[src/rtl/mem_stage_pkg.sv]
`default_nettype none
// ============================================================================
// Module  : mem_stage_pkg
// Brief   : Shared widths, FSM state encoding and ex->mem control struct
// Revision: 1.0
// ============================================================================
package mem_stage_pkg;

    localparam int DATA_W    = 32;
    localparam int REG_IDX_W = 5;
    localparam int WADDR_W   = 30;

    typedef enum logic [0:0] {
        MS_IDLE   = 1'b0,
        MS_ACCESS = 1'b1
    } ms_state_t;

    typedef struct packed {
        logic                 mem_rd;
        logic                 mem_wr;
        logic                 reg_wr;
        logic [REG_IDX_W-1:0] rd;
    } ex_ctrl_t;

endpackage : mem_stage_pkg
`default_nettype wire

[src/rtl/mem_access_stage.sv]
`default_nettype none
// ============================================================================
// Module  : mem_access_stage
// Brief   : Memory stage: word load/store over req/ack port, one wb result
//           per instruction. Optional MEM_ALIGN_CHECK_EN flags misaligned ops.
// Revision: 1.0
// ============================================================================
module mem_access_stage
    import mem_stage_pkg::*;
#(
    parameter int DATA_W    = mem_stage_pkg::DATA_W,
    parameter int REG_IDX_W = mem_stage_pkg::REG_IDX_W,
    parameter int WADDR_W   = mem_stage_pkg::WADDR_W
) (
    input  logic                 clk,
    input  logic                 rst,
    input  logic                 ex_valid,
    output logic                 ex_ready,
    input  logic [DATA_W-1:0]    ex_alu_res,
    input  logic [DATA_W-1:0]    ex_store_data,
    input  logic                 ex_mem_rd,
    input  logic                 ex_mem_wr,
    input  logic                 ex_reg_wr,
    input  logic [REG_IDX_W-1:0] ex_rd,
    output logic                 dm_req,
    output logic                 dm_we,
    output logic [WADDR_W-1:0]   dm_addr,
    output logic [DATA_W-1:0]    dm_wdata,
    input  logic                 dm_ack,
    input  logic [DATA_W-1:0]    dm_rdata,
    output logic                 wb_valid,
    output logic                 wb_reg_wr,
    output logic [REG_IDX_W-1:0] wb_rd,
    output logic [DATA_W-1:0]    wb_data
`ifdef MEM_ALIGN_CHECK_EN
    ,output logic                misalign_err
`endif
);

    ms_state_t              r_state;
    ms_state_t              w_state_next;
    logic                   r_dm_req;
    logic                   r_dm_we;
    logic [WADDR_W-1:0]     r_dm_addr;
    logic [DATA_W-1:0]      r_dm_wdata;
    logic [REG_IDX_W-1:0]   r_rd;
    logic                   r_reg_wr;
    logic                   r_wb_valid;
    logic                   r_wb_reg_wr;
    logic [REG_IDX_W-1:0]   r_wb_rd;
    logic [DATA_W-1:0]      r_wb_data;
    logic                   r_misalign;

    ex_ctrl_t               w_ctrl;
    logic                   w_xfer;
    logic                   w_is_mem;
    logic                   w_misalign;
    logic                   w_rd_nz;

    assign w_ctrl   = '{mem_rd: ex_mem_rd, mem_wr: ex_mem_wr, reg_wr: ex_reg_wr, rd: ex_rd};
    assign ex_ready = (r_state == MS_IDLE) && !rst;
    assign w_xfer   = ex_valid && ex_ready;
    assign w_is_mem = w_ctrl.mem_rd || w_ctrl.mem_wr;
    assign w_rd_nz  = (w_ctrl.rd != '0);

`ifdef MEM_ALIGN_CHECK_EN
    assign w_misalign = (ex_alu_res[1:0] != 2'b00);
`else
    logic w_unused_lsb;
    assign w_misalign   = 1'b0;
    assign w_unused_lsb = ^ex_alu_res[1:0];
`endif

    always_comb begin
        w_state_next = r_state;
        case (r_state)
            MS_IDLE:   if (w_xfer && w_is_mem && !w_misalign) w_state_next = MS_ACCESS;
            MS_ACCESS: if (dm_ack) w_state_next = MS_IDLE;
            default:   w_state_next = MS_IDLE;
        endcase
    end

    always_ff @(posedge clk) begin
        if (rst) begin
            r_state     <= MS_IDLE;
            r_dm_req    <= 1'b0;
            r_dm_we     <= 1'b0;
            r_dm_addr   <= '0;
            r_dm_wdata  <= '0;
            r_rd        <= '0;
            r_reg_wr    <= 1'b0;
            r_wb_valid  <= 1'b0;
            r_wb_reg_wr <= 1'b0;
            r_wb_rd     <= '0;
            r_wb_data   <= '0;
            r_misalign  <= 1'b0;
        end else begin
            r_state    <= w_state_next;
            r_wb_valid <= 1'b0;
            r_misalign <= 1'b0;
            if (r_state == MS_IDLE) begin
                if (w_xfer && w_is_mem && w_misalign) begin
                    r_wb_valid  <= 1'b1;
                    r_wb_reg_wr <= 1'b0;
                    r_wb_rd     <= w_ctrl.rd;
                    r_wb_data   <= '0;
                    r_misalign  <= 1'b1;
                end else if (w_xfer && w_is_mem) begin
                    // A store wins when both mem_rd and mem_wr are set.
                    r_dm_req   <= 1'b1;
                    r_dm_we    <= w_ctrl.mem_wr;
                    r_dm_addr  <= ex_alu_res[WADDR_W+1:2];
                    r_dm_wdata <= ex_store_data;
                    r_rd       <= w_ctrl.rd;
                    r_reg_wr   <= w_ctrl.reg_wr && !w_ctrl.mem_wr && w_rd_nz;
                end else if (w_xfer) begin
                    r_wb_valid  <= 1'b1;
                    r_wb_reg_wr <= w_ctrl.reg_wr && w_rd_nz;
                    r_wb_rd     <= w_ctrl.rd;
                    r_wb_data   <= ex_alu_res;
                end
            end else if (dm_ack) begin
                r_dm_req    <= 1'b0;
                r_wb_valid  <= 1'b1;
                r_wb_rd     <= r_rd;
                r_wb_reg_wr <= r_dm_we ? 1'b0 : r_reg_wr;
                r_wb_data   <= r_dm_we ? '0 : dm_rdata;
            end
        end
    end

    assign dm_req    = r_dm_req;
    assign dm_we     = r_dm_we;
    assign dm_addr   = r_dm_addr;
    assign dm_wdata  = r_dm_wdata;
    assign wb_valid  = r_wb_valid;
    assign wb_reg_wr = r_wb_reg_wr;
    assign wb_rd     = r_wb_rd;
    assign wb_data   = r_wb_data;

`ifdef MEM_ALIGN_CHECK_EN
    assign misalign_err = r_misalign;
`else
    logic w_unused_misalign;
    assign w_unused_misalign = r_misalign;
`endif

endmodule : mem_access_stage
`default_nettype wire

[config.mk]
export PLATFORM = sky130hd
export DESIGN_NAME = mem_access_stage
export DESIGN_NICKNAME = d
export VERILOG_FILES = /design/src/rtl/mem_stage_pkg.sv /design/src/rtl/mem_access_stage.sv
export SDC_FILE = /design/constraint.sdc
export NUM_CORES = 1
export LEC_CHECK = 0
export CELL_PAD_IN_SITES_DETAIL_PLACEMENT = 0
export CELL_PAD_IN_SITES_GLOBAL_PLACEMENT = 2
export CORE_MARGIN = 4
export CORE_UTILIZATION = 24
export DETAILED_ROUTE_END_ITERATION = 7
export PLACE_DENSITY = 0.84
export SETUP_SLACK_MARGIN = 0.3
export SYNTH_ARGS = -nofsm -noshare
export SYNTH_HDL_FRONTEND = slang
export SYNTH_SLANG_ARGS = --single-unit
[constraint.sdc]
create_clock -name clk -period 3.35 [get_ports clk]
set_clock_uncertainty 0.15 [all_clocks]
set_input_delay 0.67 -clock clk [delete_from_list [all_inputs] [get_ports clk]]
set_output_delay 0.67 -clock clk [all_outputs]
set_load 0.1 [all_outputs]
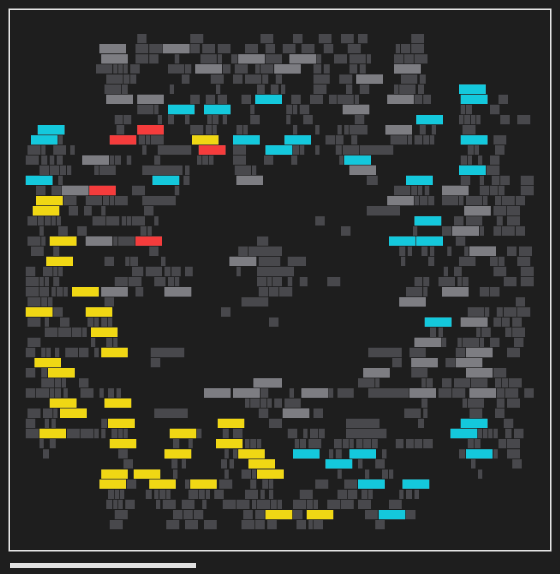
Run 1: register map, names as in the netlist
Scale bar: 50 µm. Other sequential cells in the stronger grey, the rest of the logic in the fainter grey.
Yellow is `dm_wdata`, sequential cells 32. Cyan is `dm_addr`, sequential cells 30. Red is `r_rd`, sequential cells 5, where top left.
Another 43 sequential cells are not coloured.

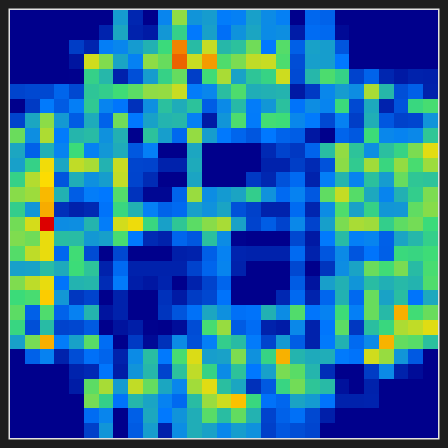
Run 1: routed metal per tile
29 x 29 tiles, from dark blue (low) to red (high), scaled to the fullest tile. Values are wire area over tile area, all layers added.
17% of the tiles are over half the peak. The fullest tile reaches 0.40. 19% of the tiles are nearly empty.

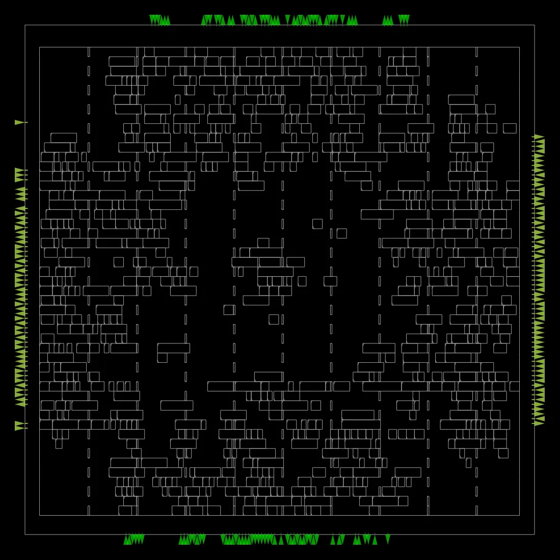
Run 1: placed standard cells
Std-Cell Rows: 49
Final Non-Filler Cells: 950
core region area: 0.0182 mm²
Seq cells: 110
sequential cell area share: 32.2%

==> results.toml, run 1 <==
# implementation run metrics
[run_status]
run_status = "finished clean"

[power_and_ir_drop]
leakage_nw = 2.61
clk-power_mw = 1.23
switching_share_pct = 33.3
finalPower_mw = 3.60
power.clock.fraction_pct = 34.2

[hold_path]
hp-start = "r_rd[0]"

[worst_setup_path]
critPathRequiredTime_ps = 2530
endpoint = "ex_ready"
crit_type = "flip-flop to primary output"
setup.worst_path.start = "r_state"
cp.arrival_ps = 1720
end_kind = "primary output"

[logic_synthesis]
yosys_area_mm2 = 0.00451
ys_sh_simple_pct = 21.5
async_reset_ff_share_pct = 0
aoi_share_pct = 22.8
synth_nets = 637
postSynthSeqShare_pct = 48.9
synth_cell_types = 26
mux_area_share_pct = 1.11
ys_seq_elements = 110

[placed_design]
placed_cell_area_mm2 = 0.00649
hpwl_um = 10300
io_buffers = 211

[sta]
setup_viol = 0
min_period_ps = 2540
fin_ws_ps = 810
period_used_pct = 75.8

[cts]
cts_setup_buffers = 0
cts_tree = "yes"
clock_path_buffers = 2

[final_layout]
comb-cell-share_pct = 30.2
nMultiInputCombCells = 373
clkbuf_count = 11
areaGrowthSynthToFinish_pct = 51.8
final_cell_mix = "nand2_1 (139), buf_4 (114), dfxtp_1 (109), clkdlybuf4s50_1 (106), a21oi_1 (102)"
clk_share_pct = 5.10

[global_route]
grt_pass1_vias = 4403
grt-ovfl-total = 0
grtUsageTotal_pct = 13.3

[floorplan]
fp.dieH_um = 145

[drt]
dr.pass1.iters = 4
postRouteAntennaNets = 0
drt_iter0_drc = 167
## Run 2: what changed since run 1
Settings changed: CORE_UTILIZATION 24 to 20, PLACE_DENSITY 0.84 to 0.74.
Clock period 3.35 ns to 2.3 ns, I/O delays scaled along.
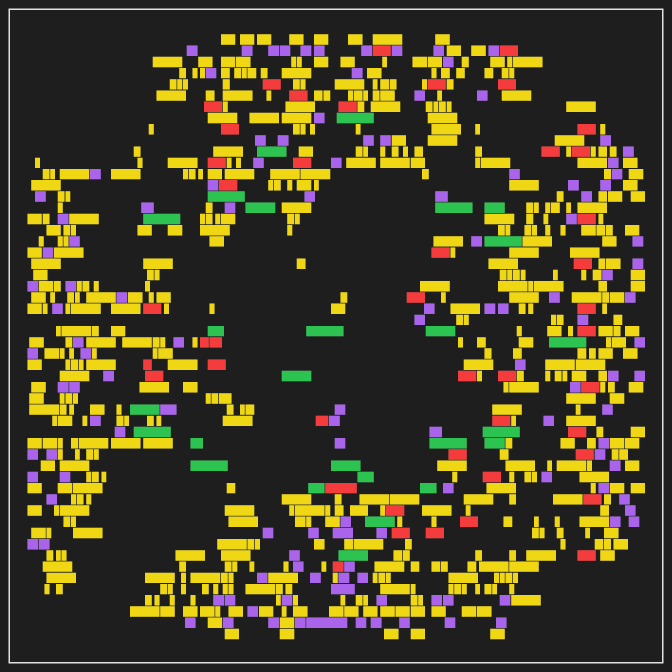
Run 2: cell sizes after repair
Green is drive 6 and up, cells 26, share 3.5%. Purple is drive 3 to 4, cells 125, share 17%. Red is drive 2, cells 44, share 6.0%. Yellow is drive 1 or less, cells 542, share 74%.

==> results.toml, run 2 <==
# implementation run metrics
[final_layout]
clkbuf_count = 11
final_cell_mix = "nand2_1 (139), buf_4 (117), dfxtp_1 (109), clkdlybuf4s50_1 (105), a21oi_1 (102)"
fin_cells = 1017
nMultiInputCombCells = 373
areaGrowthSynthToFinish_pct = 57.9
comb-cell-share_pct = 29.1
clk_share_pct = 4.15

[drt]
postRouteAntennaNets = 0
drt_iter0_drc = 169
dr.pass1.iters = 4

[global_route]
grt_pass1_vias = 4212
grtUsageTotal_pct = 11.8
grt.busiest_layer = "met2"

[logic_synthesis]
yosys_area_mm2 = 0.00451
ys_sh_simple_pct = 21.5
aoi_share_pct = 22.8
ys_seq_elements = 110
synth_cell_types = 26
mux_area_share_pct = 1.11
synth_nets = 637
async_reset_ff_share_pct = 0
postSynthSeqShare_pct = 48.9

[worst_setup_path]
end_kind = "flip-flop"
critPathRequiredTime_ps = 2380

[hold_path]
hp-start = "rst"

[sta]
fin_ws_ps = 371
min_period_ps = 1930
period_used_pct = 83.9
setup_viol = 0

[power_and_ir_drop]
leakage_nw = 2.72
clk-power_mw = 1.54
power.clock.fraction_pct = 30.5
switching_share_pct = 35.7

[placed_design]
placed_cell_area_mm2 = 0.00671
hpwl_um = 11300
io_buffers = 211

[floorplan]
rows = 54
fp.dieH_um = 158

[cts]
clock_path_buffers = 2
cts_setup_buffers = 0
cts_tree = "yes"

[run_status]
run_status = "finished clean"
## Run 3: what changed since run 2
Clock period 2.3 ns to 1.7 ns, I/O delays scaled along.
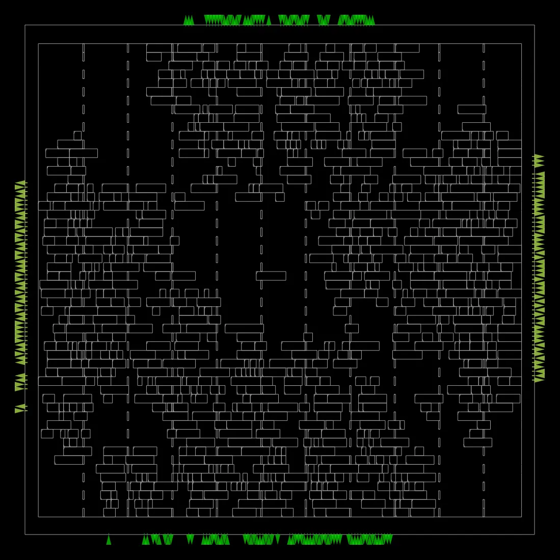
Run 3: placed standard cells
sequential cell area share: 23.8%
Final Non-Filler Cells: 1114
Tapcell Cnt: 280
fillers: 1971

==> results.toml, run 3 <==
# implementation run metrics
[run_status]
run_status = "finished, violations left"
violations = "negative setup slack"

[logic_synthesis]
aoi_share_pct = 22.8
yosys_area_mm2 = 0.00451
ys_sh_simple_pct = 21.5
mux_area_share_pct = 1.11
synth_cell_types = 26
synth_nets = 637
async_reset_ff_share_pct = 0

[final_layout]
nMultiInputCombCells = 374
comb-cell-share_pct = 25.7
areaGrowthSynthToFinish_pct = 131
final_cell_mix = "buf_12 (119), clkdlybuf4s50_1 (102), nand2_1 (87), buf_4 (75), a21oi_1 (72)"
clk_share_pct = 2.64

[global_route]
grtUsageTotal_pct = 13.8
grt.busiest_layer = "met2"
grt_pass1_vias = 4684

[drt]
dr.pass1.iters = 4
postRouteAntennaNets = 0

[sta]
tns_ps = -7.42
fin_ws_ps = -7.42
min_period_ps = 1710
setup_viol = 1
period_used_pct = 100

[floorplan]
rows = 54
fp.dieH_um = 158

[cts]
cts_tree = "yes"
clock_path_buffers = 2
cts_setup_buffers = 18

[placed_design]
io_buffers = 211
placed_cell_area_mm2 = 0.00827
hpwl_um = 11700

[power_and_ir_drop]
switching_share_pct = 35.4
clk-power_mw = 2.04
power.clock.fraction_pct = 26.6

[hold_path]
hp-start = "dm_ack"

[worst_setup_path]
critPathRequiredTime_ps = 1770
end_kind = "flip-flop"
